<file path="src/rtl/image_write.sv">
// image_write: writes a valid/ready pixel stream to image memory along a strided 2-D address walk.
// Optional image_last cross-check with sticky err output: define IMAGE_WRITE_LAST_CHECK_EN.
module image_write #(
  parameter int CFG_DWIDTH = 32,
  parameter int CFG_AWIDTH = 5,
  parameter int CFG_BASE   = 8,
  parameter int GROUP_NB   = 4,
  parameter int IMG_WIDTH  = 16,
  parameter int MEM_AWIDTH = 16
) (
  input  logic                          clk,
  input  logic                          rst,
  input  logic [CFG_DWIDTH-1:0]         cfg_data,
  input  logic [CFG_AWIDTH-1:0]         cfg_addr,
  input  logic                          cfg_valid,
  input  logic                          next,
  output logic                          busy,
  output logic                          done,
  input  logic [GROUP_NB*IMG_WIDTH-1:0] image_bus,
  input  logic                          image_last,
  input  logic                          image_val,
  output logic                          image_rdy,
  output logic                          wr_val,
  output logic [MEM_AWIDTH-1:0]         wr_addr,
  output logic [GROUP_NB*IMG_WIDTH-1:0] wr_data
`ifdef IMAGE_WRITE_LAST_CHECK_EN
  ,
  output logic                          err
`endif
);

  localparam logic [CFG_AWIDTH-1:0] REG_START  = CFG_AWIDTH'(CFG_BASE);
  localparam logic [CFG_AWIDTH-1:0] REG_LEN    = CFG_AWIDTH'(CFG_BASE + 1);
  localparam logic [CFG_AWIDTH-1:0] REG_CNT    = CFG_AWIDTH'(CFG_BASE + 2);
  localparam logic [CFG_AWIDTH-1:0] REG_STRIDE = CFG_AWIDTH'(CFG_BASE + 3);

  typedef enum logic [1:0] {IDLE, WRITE, FLUSH} state_t;
  state_t state, state_nx;

  logic [MEM_AWIDTH-1:0] start_q, len_q, cnt_q, stride_q;
  logic [MEM_AWIDTH-1:0] len_w, cnt_w, stride_w, col, row, row_base, addr;
  logic accept, last_col, last_row, frame_end, go, empty;
  logic unused_bits;

  assign accept   = image_val & image_rdy;
  assign last_col = (col == len_w - MEM_AWIDTH'(1));
  assign last_row = (row == cnt_w - MEM_AWIDTH'(1));
  assign empty    = (len_q == '0) || (cnt_q == '0);
  assign go       = (state == IDLE) && next && !empty;

`ifdef IMAGE_WRITE_LAST_CHECK_EN
  assign frame_end   = accept & ((last_col & last_row) | image_last);
  assign unused_bits = ^cfg_data[CFG_DWIDTH-1:MEM_AWIDTH];
`else
  assign frame_end   = accept & last_col & last_row;
  assign unused_bits = ^{cfg_data[CFG_DWIDTH-1:MEM_AWIDTH], image_last};
`endif

  // Shadow registers; the frame runs from the working copies latched at start.
  always_ff @(posedge clk) begin
    if (!rst) begin
      start_q  <= '0;
      len_q    <= '0;
      cnt_q    <= '0;
      stride_q <= '0;
    end else if (cfg_valid) begin
      case (cfg_addr)
        REG_START:  start_q  <= cfg_data[MEM_AWIDTH-1:0];
        REG_LEN:    len_q    <= cfg_data[MEM_AWIDTH-1:0];
        REG_CNT:    cnt_q    <= cfg_data[MEM_AWIDTH-1:0];
        REG_STRIDE: stride_q <= cfg_data[MEM_AWIDTH-1:0];
        default: ;
      endcase
    end
  end

  always_ff @(posedge clk) begin
    if (!rst) state <= IDLE;
    else      state <= state_nx;
  end

  always_comb begin
    state_nx = state;
    case (state)
      IDLE:    if (go) state_nx = WRITE;
      WRITE:   if (frame_end) state_nx = FLUSH;
      FLUSH:   state_nx = IDLE;
      default: state_nx = IDLE;
    endcase
  end

  always_comb begin
    image_rdy = (state == WRITE);
    busy      = (state != IDLE);
  end

  always_ff @(posedge clk) begin
    if (!rst) begin
      col      <= '0;
      row      <= '0;
      row_base <= '0;
      addr     <= '0;
      len_w    <= '0;
      cnt_w    <= '0;
      stride_w <= '0;
      wr_val   <= 1'b0;
      wr_addr  <= '0;
      wr_data  <= '0;
      done     <= 1'b0;
    end else begin
      wr_val <= accept;
      done   <= (state == FLUSH) || ((state == IDLE) && next && empty);
      if (accept) begin
        wr_addr <= addr;
        wr_data <= image_bus;
      end
      if (go) begin
        col      <= '0;
        row      <= '0;
        row_base <= start_q;
        addr     <= start_q;
        len_w    <= len_q;
        cnt_w    <= cnt_q;
        stride_w <= stride_q;
      end else if (accept) begin
        if (last_col) begin
          col      <= '0;
          row      <= row + MEM_AWIDTH'(1);
          row_base <= row_base + stride_w;
          addr     <= row_base + stride_w;
        end else begin
          col  <= col + MEM_AWIDTH'(1);
          addr <= addr + MEM_AWIDTH'(1);
        end
      end
    end
  end

`ifdef IMAGE_WRITE_LAST_CHECK_EN
  // Flags any disagreement between image_last and the configured frame length.
  always_ff @(posedge clk) begin
    if (!rst)                           err <= 1'b0;
    else if ((state == IDLE) && next)   err <= 1'b0;
    else if (accept && ((last_col & last_row) != image_last)) err <= 1'b1;
  end
`endif

endmodule

</file>
<file path="config.mk">
export PLATFORM = sky130hd
export DESIGN_NAME = image_write
export DESIGN_NICKNAME = d
export VERILOG_FILES = /design/src/rtl/image_write.sv
export SDC_FILE = /design/constraint.sdc
export NUM_CORES = 1
export LEC_CHECK = 0
export ABC_AREA = 1
export ABC_CLOCK_PERIOD_IN_PS = 6000
export CORE_MARGIN = 2
export CORE_UTILIZATION = 35
export CTS_BUF_LIST = sky130_fd_sc_hd__clkbuf_4 sky130_fd_sc_hd__clkbuf_8
export DETAILED_ROUTE_END_ITERATION = 8
export PLACE_DENSITY = 0.56
export SYNTH_ARGS = -nofsm -noshare
export SYNTH_HDL_FRONTEND = slang
export SYNTH_SLANG_ARGS = --single-unit
</file>
<file path="constraint.sdc">
create_clock -name clk -period 6 [get_ports clk]
set_input_delay 1.2 -clock clk [delete_from_list [all_inputs] [get_ports clk]]
set_output_delay 1.2 -clock clk [all_outputs]
set_load 0.02 [all_outputs]
</file>
**Routing congestion map**

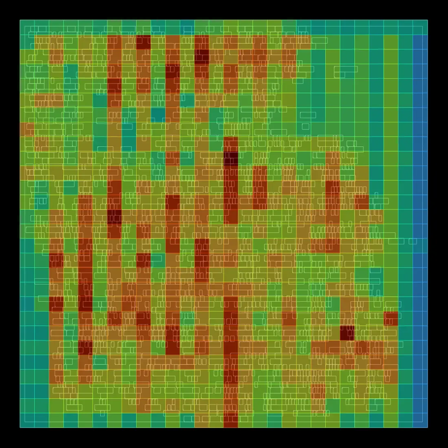
met2 GRT Util: 34.1%
most used routing layer: met2
global-route usage over all layers: 20.0%

==> metrics.log <==
[report] extracting results
INFO  metric outcome = finished, final reports clean
INFO  metric fp.dieW = between 150 and 200 microns
INFO  metric comb_power_share = 6.1%
INFO  metric synth.avg_cell_area = 6.94 sq um
INFO  metric hold_path.startpoint = state[0]
INFO  metric routed_wl = 38,200 microns
INFO  metric row_count = 69
INFO  metric registers.top_by_ff_count = wr_data
INFO  metric vias = about 12,000
INFO  metric critPathLaunchType = input pin
INFO  metric finalWorstSetupSlack = 2.20 ns
INFO  metric max-slew-margin-rel = between 30% and 40%
INFO  metric tritoncts = built
INFO  metric nClkBuffers = a little under 80
INFO  metric synth.yosys.warnings = 0
INFO  metric synth.mux.area_fraction = 0%
INFO  metric drc_errors = 0
INFO  metric design.final.nets = 2,090
INFO  metric hold_violations = 0
INFO  metric cpPeakStageDelay = 0.75 ns
INFO  metric insertedDiodeCount = 0
**Met1 routing**

(2 px per micron)
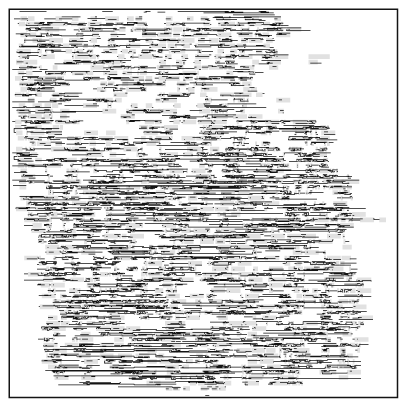
1,948 nets have wire on it. The layer carries 16,700 microns of wire. The wires run mostly horizontal. The longest straight run is 64.9 microns.

